final_placement.png
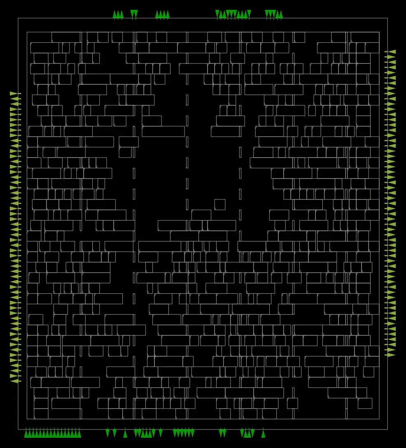
wire_density.png
The die is cut into 19 by 21 equal tiles; dark blue is low, red is high, scaled to the fullest tile. Values are wire area over tile area, all layers added.
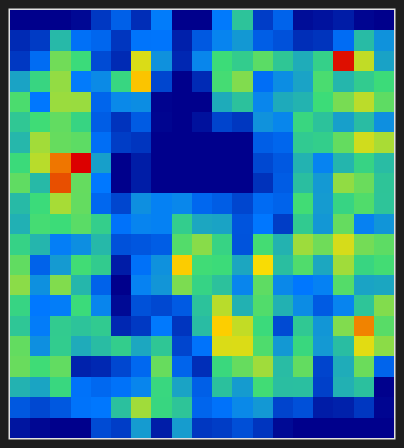
registers.png
The bar under the picture is 20 um long.
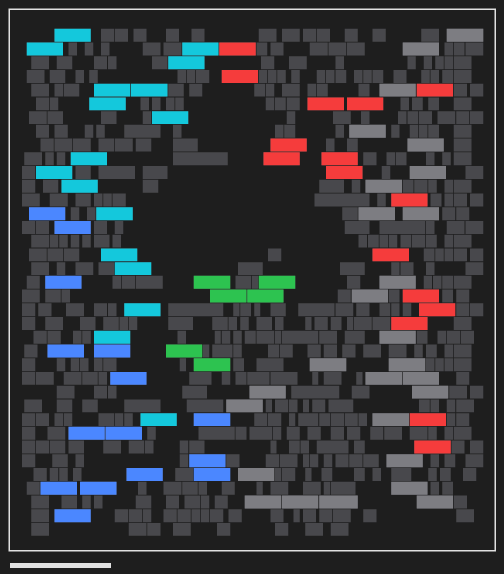
drive_strength.png
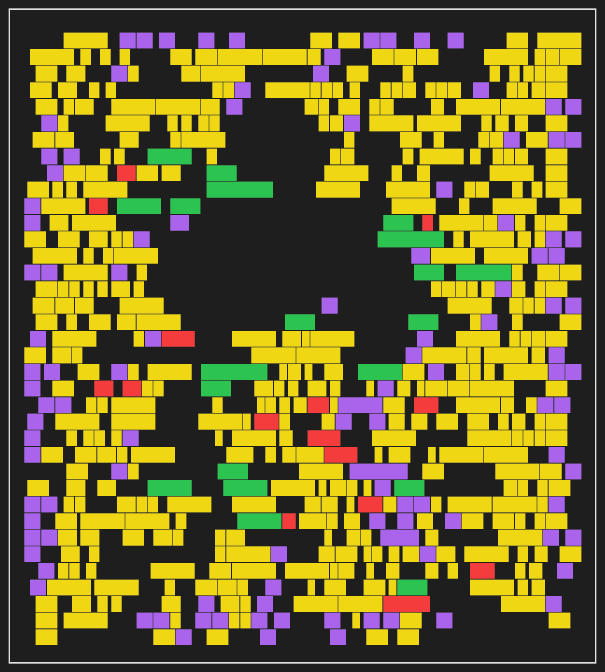
**config.mk**
```make
export PLATFORM = sky130hd
export DESIGN_NAME = pq_head_ctrl
export DESIGN_NICKNAME = d
export VERILOG_FILES = /design/src/rtl/pq_head_ctrl.sv
export SDC_FILE = /design/constraint.sdc
export NUM_CORES = 1
export LEC_CHECK = 0
export CAP_MARGIN = 20
export CORE_AREA = 2 2 94 105
export CTS_BUF_LIST = sky130_fd_sc_hd__clkbuf_8 sky130_fd_sc_hd__clkbuf_16
export DETAILED_ROUTE_END_ITERATION = 12
export DIE_AREA = 0 0 96 107
export MAX_ROUTING_LAYER = met4
export PLACE_DENSITY = 0.76
export SYNTH_ARGS = -nofsm -noshare
export SYNTH_HDL_FRONTEND = slang
export SYNTH_SLANG_ARGS = --single-unit
```
**constraint.sdc**
```tcl
create_clock -name clk_i -period 2 [get_ports clk_i]
set_input_delay 0.2 -clock clk_i [delete_from_list [all_inputs] [get_ports clk_i]]
set_output_delay 0.2 -clock clk_i [all_outputs]
set_load 0.1 [all_outputs]
```
**src/rtl/pq_head_ctrl.sv**
```systemverilog
// Head controller for the systolic priority queue.
// Takes push/pop/drop requests from a client and turns each one into a
// single-cycle strobe on cell 0. It then waits for the matching completion
// from the cell and returns a response with a status code.
// Empty and full requests are answered locally and never reach the array.
// A watchdog turns a completion that never arrives into an ERR response.

package pq_pkg;
  localparam int CELL_TW = 16;

  typedef struct packed {
    logic [CELL_TW-1:0] data;
    logic [CELL_TW-1:0] id;
  } cell_t;
endpackage

module pq_head_ctrl #(
  parameter int TW      = 16,
  parameter int TIMEOUT = 64
) (
  input  logic          clk_i,
  input  logic          rst_i,
  input  logic          req_valid_i,
  output logic          req_ready_o,
  input  logic [1:0]    req_op_i,
  input  logic [TW-1:0] req_data_i,
  input  logic [TW-1:0] req_id_i,
  output logic          rsp_valid_o,
  input  logic          rsp_ready_i,
  output logic [TW-1:0] rsp_data_o,
  output logic [TW-1:0] rsp_id_o,
  output logic [1:0]    rsp_status_o,
  input  logic          peek_vld_i,
  input  logic [TW-1:0] peek_data_i,
  input  logic          full_i,
  output logic          push_o,
  output logic          pop_o,
  output logic          drop_o,
  output logic [TW-1:0] drop_id_o,
  output pq_pkg::cell_t push_struct_o,
  input  logic          push_vld_i,
  input  logic          pop_vld_i,
  input  logic          drop_vld_i,
  input  pq_pkg::cell_t pop_struct_i
);

  localparam int TMR_W = $clog2(TIMEOUT);
  localparam logic [TMR_W-1:0] TMR_LAST = TMR_W'(TIMEOUT - 1);

  localparam logic [1:0] ST_OK    = 2'b00;
  localparam logic [1:0] ST_EMPTY = 2'b01;
  localparam logic [1:0] ST_FULL  = 2'b10;
  localparam logic [1:0] ST_ERR   = 2'b11;

  typedef enum logic [1:0] {IDLE, ISSUE, WAIT, RESP} state_t;
  typedef enum logic [1:0] {
    OP_PUSH = 2'b00,
    OP_POP  = 2'b01,
    OP_DROP = 2'b10,
    OP_ILL  = 2'b11
  } op_t;

  state_t           state;
  op_t              op;
  logic [TMR_W-1:0] timer;
  logic             match;

  // The peek data is informational only; it is reduced here so that it is
  // visibly consumed without affecting any decision.
  logic unused_peek;
  assign unused_peek = ^peek_data_i;

  // Only the completion that belongs to the outstanding op counts.
  assign match = ((op == OP_PUSH) && push_vld_i) ||
                 ((op == OP_POP)  && pop_vld_i)  ||
                 ((op == OP_DROP) && drop_vld_i);

  // The whole controller is one registered FSM. Every output is a flop.
  always_ff @(posedge clk_i) begin
    if (rst_i) begin
      state         <= IDLE;
      op            <= OP_PUSH;
      timer         <= '0;
      req_ready_o   <= 1'b0;
      rsp_valid_o   <= 1'b0;
      rsp_data_o    <= '0;
      rsp_id_o      <= '0;
      rsp_status_o  <= ST_OK;
      push_o        <= 1'b0;
      pop_o         <= 1'b0;
      drop_o        <= 1'b0;
      drop_id_o     <= '0;
      push_struct_o <= '0;
    end else begin
      push_o <= 1'b0;
      pop_o  <= 1'b0;
      drop_o <= 1'b0;
      unique case (state)
        IDLE: begin
          if (req_valid_i && req_ready_o) begin
            req_ready_o <= 1'b0;
            op          <= op_t'(req_op_i);
            if (req_op_i == OP_ILL) begin
              state        <= RESP;
              rsp_valid_o  <= 1'b1;
              rsp_status_o <= ST_ERR;
            end else if ((req_op_i == OP_PUSH) && full_i) begin
              state        <= RESP;
              rsp_valid_o  <= 1'b1;
              rsp_status_o <= ST_FULL;
            end else if ((req_op_i == OP_POP) && !peek_vld_i) begin
              state        <= RESP;
              rsp_valid_o  <= 1'b1;
              rsp_status_o <= ST_EMPTY;
            end else begin
              state              <= ISSUE;
              push_o             <= (req_op_i == OP_PUSH);
              pop_o              <= (req_op_i == OP_POP);
              drop_o             <= (req_op_i == OP_DROP);
              push_struct_o.data <= req_data_i;
              push_struct_o.id   <= req_id_i;
              drop_id_o          <= req_id_i;
            end
          end else begin
            req_ready_o <= 1'b1;
          end
        end
        ISSUE: begin
          timer <= '0;
          state <= WAIT;
        end
        WAIT: begin
          if (match || (timer == TMR_LAST)) begin
            state         <= RESP;
            rsp_valid_o   <= 1'b1;
            push_struct_o <= '0;
            drop_id_o     <= '0;
            if (match) begin
              rsp_status_o <= ST_OK;
              if (op == OP_POP) begin
                rsp_data_o <= pop_struct_i.data;
                rsp_id_o   <= pop_struct_i.id;
              end else begin
                rsp_data_o <= '0;
                rsp_id_o   <= '0;
              end
            end else begin
              rsp_status_o <= ST_ERR;
              rsp_data_o   <= '0;
              rsp_id_o     <= '0;
            end
          end else begin
            timer <= timer + 1'b1;
          end
        end
        RESP: begin
          if (rsp_ready_i) begin
            state        <= IDLE;
            rsp_valid_o  <= 1'b0;
            rsp_data_o   <= '0;
            rsp_id_o     <= '0;
            rsp_status_o <= ST_OK;
            req_ready_o  <= 1'b1;
          end
        end
        default: state <= IDLE;
      endcase
    end
  end

endmodule

```
==> out/results.txt <==
Top cells by area: dfxtp_1 45%, o21ai_0 9.2%, or3b_1 6.8%
Tapcells: 117
Clock-cell share: 0.0466
Critical Path RT: 2.22 ns
Cell Area, Placed: 5110 um2
Syn nets: 500
Post-layout min period: 1.89 ns
Clock transition at path regs: 0.09 ns
CTS max path bufs: 2
RSZ-0062 raised after global routing: no
Main logic family after synthesis: simple AND/OR/NAND/NOR gates
HP Start: pop_struct_i[24]
Slew @ Worst Pin: 0.553 ns
Top Usage Layer GRT: met2
Slowest cell on crit path: dfxtp_1
Die width: 96 um
Initial antenna violation count: 0
Comb area share: 0.317
Synth warn: 0
Largest net degree at the start of global routing: 65
Chip area: 10300 um2
Mux frac, synth: 0.0199
Yosys simple share: 0.241
CP dominant cell by count: inv_1
DR top layer: met4
# diodes: 0
Root Driver: clkbuf_8
R2r startpoint: state[0]
Met1 Track Usage GR: 0.202
Area reported by Yosys stat: 3580 um2
LEAKAGE: 2.15 nW
Status: complete, no violations
Critical Path Fanout Max: 4
Synth Flop Type: dfxtp_1
Met2 wire length: 4.51 mm
R2R setup slack: 0.11 ns
Worst Clk Skew: 0.0114 ns
XOR/XNOR Area Share: 0.00734
Critical Path Source Type: flop
Post-route cell area: 5420 um2
Chip height: 107 um
Post-synth ARST share: 0
Nets: 649
Storage cell area: 1620 um2
DR WL met3: 765 um
Final period utilization: 0.945
Starting DRT DRC Count: 60
Final Max Tran Viols: 0
NonClk Buf Share: 0.306
Setup slack at placement: -0.159 ns
Peak supply drop: 0.688 mV
Worst R2R Path Depth: 8
Hold-fix buffers, CTS: 0
Area growth from synthesis to layout: 51.5%
H-tree levels: 3
Gp weighted congestion: 0.833
Max Cap Viol: 0
Pre-antenna DRT Iters: 4
Clkbuf count: 10
Adder Share, Synth: 0.0175
Non-clk bufs: 185
Top cells excl fill/tap: 104 x buf_4, 80 x dfxtp_1, 73 x clkdlybuf4s50_1, 66 x o21ai_0, 37 x a21oi_1
Logic area: 1720 um2
Final setup fails: 0
Setup CP Type: reg2reg
Post-synth seq share: 0.453
Number of global-route vias before repair: 3244
Worst Setup End Kind: flop
Antenna-violating nets left: 0
Hold Path Class: in2reg
Hold endpoint: rsp_data_o[8]
Critical Path Stages: 8
Hold WS: 0.426 ns
Dpl cells: 657
Data arrival time of the critical path: 2.11 ns
Cell Area, Synth: 3580 um2
Post-DP HPWL: 6.65 mm
CTS tree: yes
Post-synth top area cell: dfxtp_1
Seq cells: 81
Delay-heaviest family, CP: AND-OR/OR-AND gates
Worst path bufs/invs: 3
DRC: 0
Setup ws final: 0.110 ns
-- final_placement.png (at the start) --
Util after Layout: 0.589
Core Area: 9210 um2
Seq/total area: 0.299
FP Rows: 37
fin cells: 675

-- wire_density.png (at the start) --
fullest tile = 0.46
mean over tiles = 0.15
nearly empty tiles = 11%
via count: 3439
drt total wl: 9.59 mm

-- registers.png (at the start) --
timer -> green  # sequential cells 6, where centre
rsp_id_o -> red  # sequential cells 16
drop_id_o -> blue  # sequential cells 15
push_struct_o -> cyan  # sequential cells 17

-- drive_strength.png (at the start) --
drive 3 to 4 -> purple  # cells 110, share 20%
drive 2 -> red  # cells 15, share 2.7%
drive 1 or less -> yellow  # cells 413, share 74%
drive 6 and up -> green  # cells 20, share 3.6%

## where the power goes
| group | switching, mW | total [mW] | leakage (nW) | internal (mW) |
|---|---|---|---|---|
| registers | 0.126 | 1.92 | 0.656 | 1.80 |
| clock network | 0.594 | 1.46 | 0.123 | 0.868 |
| logic | 2.35 | 3.31 | 1.37 | 0.955 |
| total | 3.07 | 6.69 | 2.15 | 3.62 |
## sequential cells by signal (all words and copies together) (netlist names)
signal / cells
pop_o: 1
rsp_id_o: 16
rsp_status_o: 2
drop_o: 1
rsp_data_o: 16
push_struct_o: 17
req_ready_o: 1
timer: 6
state: 2
drop_id_o: 15
rsp_valid_o: 1
op: 2
push_o: 1
Power is estimated from default activity; no workload was simulated.
